**The metal 1 layer**

Scale bar: 50 um.
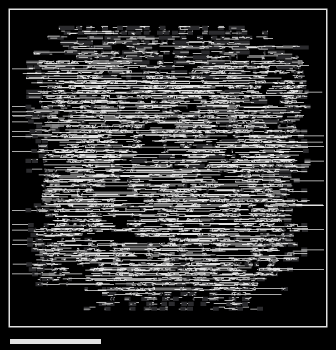
**Met2 routing**

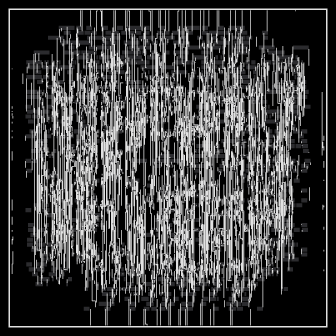
**Metal 3**

Scale bar: 50 um.
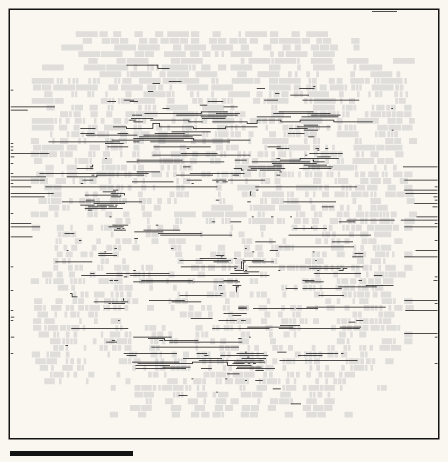
**Register map, names as in the netlist**

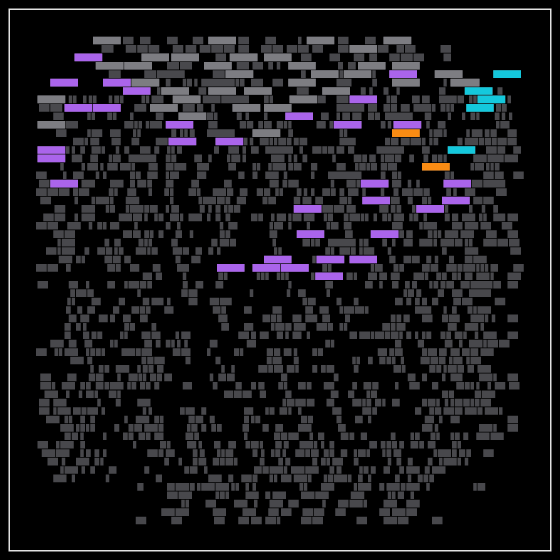
$ cat src/rtl/alu_pkg.sv
// Shared ALU definitions: operation codes, FSM state encoding, shift kinds.
// The ALU control decoder uses the same op codes.
package alu_pkg;

  localparam int unsigned OP_W    = 4;
  localparam int unsigned SHAMT_W = 5;

  localparam logic [OP_W-1:0] OP_AND  = 4'b0000;
  localparam logic [OP_W-1:0] OP_OR   = 4'b0001;
  localparam logic [OP_W-1:0] OP_ADD  = 4'b0010;
  localparam logic [OP_W-1:0] OP_XOR  = 4'b0011;
  localparam logic [OP_W-1:0] OP_SLL  = 4'b0100;
  localparam logic [OP_W-1:0] OP_SLT  = 4'b0101;
  localparam logic [OP_W-1:0] OP_SUB  = 4'b0110;
  localparam logic [OP_W-1:0] OP_SLTU = 4'b0111;
  localparam logic [OP_W-1:0] OP_SRL  = 4'b1000;
  localparam logic [OP_W-1:0] OP_SRA  = 4'b1001;

  typedef enum logic {
    ST_IDLE  = 1'b0,
    ST_SHIFT = 1'b1
  } state_t;

  typedef enum logic [1:0] {
    SH_SLL = 2'd0,
    SH_SRL = 2'd1,
    SH_SRA = 2'd2
  } shift_t;

  function automatic logic is_shift_op(input logic [OP_W-1:0] op);
    return (op == OP_SLL) || (op == OP_SRL) || (op == OP_SRA);
  endfunction

  function automatic shift_t shift_type_of(input logic [OP_W-1:0] op);
    shift_t t;
    t = SH_SLL;
    if (op == OP_SRL) t = SH_SRL;
    if (op == OP_SRA) t = SH_SRA;
    return t;
  endfunction

endpackage

$ cat src/rtl/alu_shift_step.sv
// Combinational single-step shifter; the caller limits the amount to the
// per-cycle step size.
module alu_shift_step
  import alu_pkg::*;
#(
  parameter int unsigned WIDTH = 32,
  parameter int unsigned AMT_W = 1
) (
  input  logic [WIDTH-1:0] i_value,
  input  logic [AMT_W-1:0] i_amount,
  input  shift_t           i_type,
  output logic [WIDTH-1:0] o_value
);

  always_comb begin
    o_value = i_value;
    unique case (i_type)
      SH_SLL:  o_value = i_value << i_amount;
      SH_SRL:  o_value = i_value >> i_amount;
      SH_SRA:  o_value = WIDTH'($signed(i_value) >>> i_amount);
      default: o_value = i_value;
    endcase
  end

endmodule

$ cat src/rtl/alu_multicycle.sv
// Execute-stage ALU: single-cycle logic/arith/compare, iterative shifts,
// start/busy/done handshake and zero/illegal flags held with the result.
module alu_multicycle
  import alu_pkg::*;
#(
  parameter int unsigned WIDTH      = 32,
  parameter int unsigned SHIFT_STEP = 1
) (
  input  logic             clk,
  input  logic             rst_n,
  input  logic             start,
  input  logic [OP_W-1:0]  operation,
  input  logic [WIDTH-1:0] in_a,
  input  logic [WIDTH-1:0] in_b,
  output logic             busy,
  output logic             done,
  output logic [WIDTH-1:0] alu_out,
  output logic             zero,
  output logic             illegal
);

  localparam int unsigned AMT_W = $clog2(SHIFT_STEP + 1);
  localparam int unsigned CNT_W = SHAMT_W;
  localparam logic [CNT_W-1:0] STEP_CNT = CNT_W'(SHIFT_STEP);

  state_t           r_state;
  state_t           w_next_state;
  logic [CNT_W-1:0] r_count;
  logic [WIDTH-1:0] r_shift_val;
  shift_t           r_shift_type;
  logic             r_done;
  logic [WIDTH-1:0] r_alu_out;
  logic             r_zero;
  logic             r_illegal;

  logic             w_in_shift;
  logic             w_accept;
  logic             w_is_shift;
  logic             w_last_step;
  logic             w_done_set;
  logic             w_core_illegal;
  logic             w_final_illegal;
  logic [CNT_W-1:0] w_step_src;
  logic [CNT_W-1:0] w_step_cnt;
  logic [CNT_W-1:0] w_count_rem;
  logic [AMT_W-1:0] w_step_amt;
  logic [WIDTH-1:0] w_shift_in;
  logic [WIDTH-1:0] w_shifted;
  logic [WIDTH-1:0] w_core_res;
  logic [WIDTH-1:0] w_final_res;
  shift_t           w_shift_type;

  assign w_in_shift = (r_state == ST_SHIFT);
  assign w_accept   = start && !w_in_shift;
  assign w_is_shift = is_shift_op(operation);

  // First shift step happens on the accept edge; later steps come from the latched working value.
  always_comb begin
    w_step_src   = w_in_shift ? r_count : in_b[CNT_W-1:0];
    w_step_cnt   = (w_step_src > STEP_CNT) ? STEP_CNT : w_step_src;
    w_step_amt   = AMT_W'(w_step_cnt);
    w_count_rem  = w_step_src - w_step_cnt;
    w_last_step  = (w_count_rem == '0);
    w_shift_in   = w_in_shift ? r_shift_val : in_a;
    w_shift_type = w_in_shift ? r_shift_type : shift_type_of(operation);
  end

  alu_shift_step #(
    .WIDTH (WIDTH),
    .AMT_W (AMT_W)
  ) u_shift_step (
    .i_value  (w_shift_in),
    .i_amount (w_step_amt),
    .i_type   (w_shift_type),
    .o_value  (w_shifted)
  );

  // Single-cycle datapath
  always_comb begin
    w_core_res     = '0;
    w_core_illegal = 1'b0;
    unique case (operation)
      OP_AND:  w_core_res = in_a & in_b;
      OP_OR:   w_core_res = in_a | in_b;
      OP_ADD:  w_core_res = in_a + in_b;
      OP_SUB:  w_core_res = in_a - in_b;
      OP_XOR:  w_core_res = in_a ^ in_b;
      OP_SLT:  w_core_res = WIDTH'($signed(in_a) < $signed(in_b));
      OP_SLTU: w_core_res = WIDTH'(in_a < in_b);
      OP_SLL, OP_SRL, OP_SRA: w_core_res = '0;
      default: w_core_illegal = 1'b1;
    endcase
  end

  always_ff @(posedge clk or negedge rst_n) begin
    if (!rst_n) r_state <= ST_IDLE;
    else        r_state <= w_next_state;
  end

  always_comb begin
    w_next_state = r_state;
    unique case (r_state)
      ST_IDLE:  if (w_accept && w_is_shift && !w_last_step) w_next_state = ST_SHIFT;
      ST_SHIFT: if (w_last_step) w_next_state = ST_IDLE;
      default:  w_next_state = ST_IDLE;
    endcase
  end

  always_comb begin
    busy            = w_in_shift;
    w_done_set      = w_in_shift ? w_last_step : (w_accept && !(w_is_shift && !w_last_step));
    w_final_res     = (w_in_shift || w_is_shift) ? w_shifted : w_core_res;
    w_final_illegal = !w_in_shift && w_core_illegal;
  end

  // Shift working state; also advances on the accept edge
  always_ff @(posedge clk or negedge rst_n) begin
    if (!rst_n) begin
      r_count      <= '0;
      r_shift_val  <= '0;
      r_shift_type <= SH_SLL;
    end else begin
      if (w_in_shift || (w_accept && w_is_shift)) begin
        r_shift_val <= w_shifted;
        r_count     <= w_count_rem;
      end
      if (w_accept && w_is_shift) r_shift_type <= w_shift_type;
    end
  end

  // Result and flags change only on the done edge
  always_ff @(posedge clk or negedge rst_n) begin
    if (!rst_n) begin
      r_done    <= 1'b0;
      r_alu_out <= '0;
      r_zero    <= 1'b0;
      r_illegal <= 1'b0;
    end else begin
      r_done <= w_done_set;
      if (w_done_set) begin
        r_alu_out <= w_final_res;
        r_zero    <= (w_final_res == '0);
        r_illegal <= w_final_illegal;
      end
    end
  end

  assign done    = r_done;
  assign alu_out = r_alu_out;
  assign zero    = r_zero;
  assign illegal = r_illegal;

endmodule

$ cat config.mk
export PLATFORM = sky130hd
export DESIGN_NAME = alu_multicycle
export DESIGN_NICKNAME = d
export VERILOG_FILES = /design/src/rtl/alu_pkg.sv /design/src/rtl/alu_shift_step.sv /design/src/rtl/alu_multicycle.sv
export SDC_FILE = /design/constraint.sdc
export NUM_CORES = 1
export LEC_CHECK = 0
export ABC_CLOCK_PERIOD_IN_PS = 7800
export CAP_MARGIN = 20
export CORE_MARGIN = 8
export CORE_UTILIZATION = 40
export CTS_CLUSTER_DIAMETER = 120
export DETAILED_ROUTE_END_ITERATION = 10
export SETUP_SLACK_MARGIN = 0.4
export SKIP_LAST_GASP = 1
export SLEW_MARGIN = 10
export SYNTH_ARGS = -nofsm -noshare
export SYNTH_HDL_FRONTEND = slang
export SYNTH_SLANG_ARGS = --single-unit
$ cat constraint.sdc
create_clock -name clk -period 7.8 [get_ports clk]
set_input_delay 1.56 -clock clk [delete_from_list [all_inputs] [get_ports clk]]
set_output_delay 1.56 -clock clk [all_outputs]
set_load 0.1 [all_outputs]
==> results.txt <==
This note records the results obtained with Yosys and OpenROAD.

Status
The flow ran to the end, and the final reports show no timing, DRC or antenna violations.

Synthesis
The multiplexer fraction of the synthesized cell area is 0.05859. Per the synthesis report, the XOR/XNOR share of the synthesized area is 0.01745. The post-synthesis sequential element count is 75. The number of nets handed over by synthesis was between 1500 and 2000. Yosys mapped the design onto between 80 and 90 distinct sky130hd cell types. The biggest area contributor in the post-synthesis netlist is dfrtp_1. The post-synthesis average cell area is a little over 7 sq um. The main area contributors are dfrtp_1, ha_1, a21oi_1. The number of cells reported by Yosys stat comes to around 1400. The area fraction of the dominant cell type after synthesis is 0.1870.

The main combinational cell family by area after synthesis is AND-OR/OR-AND gates. The cell-mix breakdown from Yosys lists the compound-gate area share as 0.3196. During synthesis, Yosys emitted a total of 0 warnings. The stat command in Yosys gives a chip area of ~0.010 sq mm.

The share of the yosys chip area belonging to registers is 0.1870. The post-synthesis simple-gate area fraction is 0.2152. The count of flip-flops with a built-in enable after synthesis is 0. The leading register cell type out of synthesis is dfrtp_1. After synthesis, the share of flip-flops with an asynchronous set or reset is 1.000. Of the total synthesized cell area, the portion taken by full adders, half adders and majority gates is 0.1311.

Die
The initial standard-cell utilization of the core is 0.4032. From left edge to right edge, the die measures 174.4 um. The floorplan die area is ~0.030 sq mm.

The number of primary I/O pins is between 100 and 150. According to the floorplan log, the row count is 58. The height of the chip is about 170 um. The placeable core region is roughly 0.025 sq mm.

Setup path
The longest individual stage delay on the worst path is around 1.0 ns. The critical path capture point type is a register. The data required time reported for the critical path is approximately 8 ns.

The slowest library cell on the worst path is clkdlybuf4s50_1. The arrival time at the worst endpoint is 6.56 ns. The maximum fanout along the worst path is 23. The category of the most critical setup path is in2reg. Traced cell by cell, the critical path runs through clkdlybuf4s50_1 -> nor4b_2 -> or2_0 -> nor2_1 -> buf_4 -> a211o_1 -> a31oi_1 -> or3b_1 -> nor4_1 -> nand4_1 -> nor4_1 -> nand4_1 -> o41ai_2.

Cells and area
The layout summary lists the proportion of cells stronger than drive strength 1 as 0.06021. The area occupied by multi-input gates is 0.007466 sq mm. Relative to the synthesized area, the layout overhead comes to 16.58%. 0 antenna diodes ended up in the layout. The sequential standard cell area is ~0.0019 sq mm.

The final layout report lists a filler cell count of roughly 2500.

Run
The run reported a max-capacitance violation count of 0. Across all stage logs, warnings added up to approximately 95.

Routing
Per the log, the first TritonRoute iteration ended with a DRC count of 1482. The remaining number of nets flagged by the antenna check after routing is 0. After detailed routing, the average wire length per cell comes to roughly 25 um. Per the detail_route report, vias per standard cell equal roughly 6.4. The first-pass detailed-route iteration total is 7.

Global route
The initial antenna violation count is 0. The first global-routing pass estimated 67770 um of wire. The pin count of the biggest net entering global routing is roughly 64. The global route total overflow is 0. The global routing's busiest layer is met2. The number of global-route vias before repair is 10970. On met2, the global router reports a usage of 0.4643.

STA
In the final report, the number of endpoints failing setup comes to 0. The final timing summary puts the cycle share of the worst path at 0.8100. For the pin with the worst max-slew slack, the measured transition is 1.221 ns.

In the final report, the number of hold violations comes to 0. The slew check shows that the tightest pin keeps a relative margin of 0.1650. The accumulated negative setup slack is 0 ns. Per the final report, max-transition violations number 0. Setup repair after global routing left no endpoint under its margin. In this build the clock could be raised as far as around 160 MHz. The minimum clock period after layout is about 6.3 ns.

Pwr
The worst IR drop on VDD is approximately 320 uV. The power report attributes to the clock group a share of 0.110. The analysis attributes to net switching a power of between 2 and 2.5 mW. For this design the ratio of total power to cell area is 360.2 mW/mm^2.

In the power breakdown, the internal column shows roughly 1.8 mW. The total chip power is ~4.2 mW. The sequential group share of total power is 0.183. The power report attributes to the combinational group a share of 0.706.

Of the total power, the share spent switching nets is 0.5705.

Placement
The number of buffers inserted by port buffering is 106. Once detailed placement completed, the half-perimeter wirelength came to ~35000 um.

Clock network
Clock-pin slew was measured on the worst setup and hold paths at around 0.06 ns. No sink is reached through more buffers than the 2 on the longest clock path. The clock net sink count is 75. The buffer count from post-CTS setup fixing is 0. The count of hold buffers inserted by post-cts repair is 0.

Looking at the clock tree report, the H-tree level count equals 3. The root buffer cell chosen for the clock tree is clkbuf_16. The TritonCTS clock tree is built. The clock reaches the later pin of the worst-skew pair after 0.34 ns.

Min path
The most critical min-delay path falls under reg2reg.
## Picture notes: 'the metal 1 layer'
The layer carries 18400 um of wire. The wires run mostly horizontal.
vias after detailed routing: 11280
met1 Track Usage GR: 0.3644
total routed wirelength: 44310 um

## Picture notes: 'met2 routing'
The layer carries 20.3 mm of wire. The layer holds 46% of the routed length.

## Picture notes: 'metal 3'
234 nets have wire on it. The wires run mostly horizontal. The layer carries 3300 um of wire. The longest straight run is 69.9 um.
grt met3 use: 0.04036

## Picture notes: 'register map, names as in the netlist'
Purple stands for `r_shift_val`, flops 32. Orange stands for `r_shift_type`, flops 2. Cyan stands for `r_count`, flops 5, where upper right.
Another 36 sequential cells are not coloured.

## worst max-delay path: cells and delay by family
| kind | cells | cell delay (ns) |
|---|---|---|
| simple gates | 8 | 3.10 |
| buf+inv | 2 | 1.35 |
| compound gates | 3 | 0.55 |
## sequential cells by signal, indices dropped and copies added, names as in the netlist
name and count:
alu_out 32, busy 1, done 1, illegal 1
r_count 5, r_shift_type 2, r_shift_val 32, zero 1
## Yosys cell counts (17+ instances only)
master	number
a21oi_1	135
a221oi_1	17
a22oi_1	19
clkbuf_1	77
dfrtp_1	75
ha_1	102
inv_1	100
mux2_2	22
mux2i_1	34
nand2_1	167
nand3_1	27
nand4_1	21
nor2_1	116
nor3_1	33
o21ai_0	106
o31ai_1	19
## cells by family (layout without fill, tap and decap cells)
kind of cell	Yosys count	count (layout)
muxes	56	56
DFF	75	75
xor gates and xnor gates	20	20
and+or+nand+nor	460	460
AOI/OAI and AO/OA	483	483
adders and majority gates	104	104
buffers and inverters	188	247
## cells in the final DEF (no fill, tap or decap), types with 15 or more instances in the layout
cell,count
buf_4,24
nand4_1,21
nor2_1,116
a22oi_1,19
o21ai_0,106
nor3_1,33
dfrtp_1,74
o21a_1,15
clkdlybuf4s50_1,105
nand2_1,167
o31ai_1,19
a21oi_1,134
a221oi_1,17
mux2i_1,34
ha_1,102
mux2_2,22
a21o_1,15
inv_1,100
nor4_1,15
nand3_1,27
## per-layer routing
metal,share of wire,up-vias
li1,-,5181
met1,0.41,5408
met2,0.46,579
met3,0.074,115
met4,0.054,0
met5,0,-
## layout make-up
type	count	share of cell area
clock buffers	11	0.02074
clock inverters	5	0.007378
inverters	101	0.03240
multi-input cells	1123	0.6380
flip-flops and latches	75	0.1605
well taps	330	0.03529
repair buffers	130	0.1056
## path summary, 6_finish.rpt
path,start,end,slack [ns],depth (start not counted)
setup / recovery,operation[2],zero$_DFFE_PN0P_,1.48,13
hold / removal,r_shift_val[26]$_DFFE_PN0P_,r_shift_val[26]$_DFFE_PN0P_,0.48,2
setup reg to reg,busy$_DFF_PN0_,zero$_DFFE_PN0P_,2.69,10
hold reg to reg,r_shift_val[26]$_DFFE_PN0P_,r_shift_val[26]$_DFFE_PN0P_,0.48,2
max in group asynchronous,rst_n,r_shift_type[0]$_DFFE_PN0P_,5.67,2
min in group asynchronous,rst_n,r_count[0]$_DFFE_PN0P_,1.05,1
## power groups by stage
stage	Clock [mW]	Combinational [mW]	Sequential (mW)
after floorplan	0	1.47	1.31
after global placement	0	2.93	0.774
after detailed placement	0	2.93	0.774
after CTS	0.471	2.94	0.769
after global routing	0.488	3.16	0.791
final	0.465	2.98	0.773
## through the flow
stage	util	cell area (sq um)	cells	hold slack, ns	setup slack, ns
after CTS	0.4699	11700	1774	0.4746	1.672
after detailed placement	0.4567	11370	1758	0.4616	1.328
final	0.4701	11700	1775	0.4758	1.482
after global routing	0.4701	11700	1775	0.5030	1.281
after floorplan	-	10040	1386	0.4385	2.914
after global placement	0.4567	11370	1758	0.4505	1.443
Power and IR drop assume default switching activity.
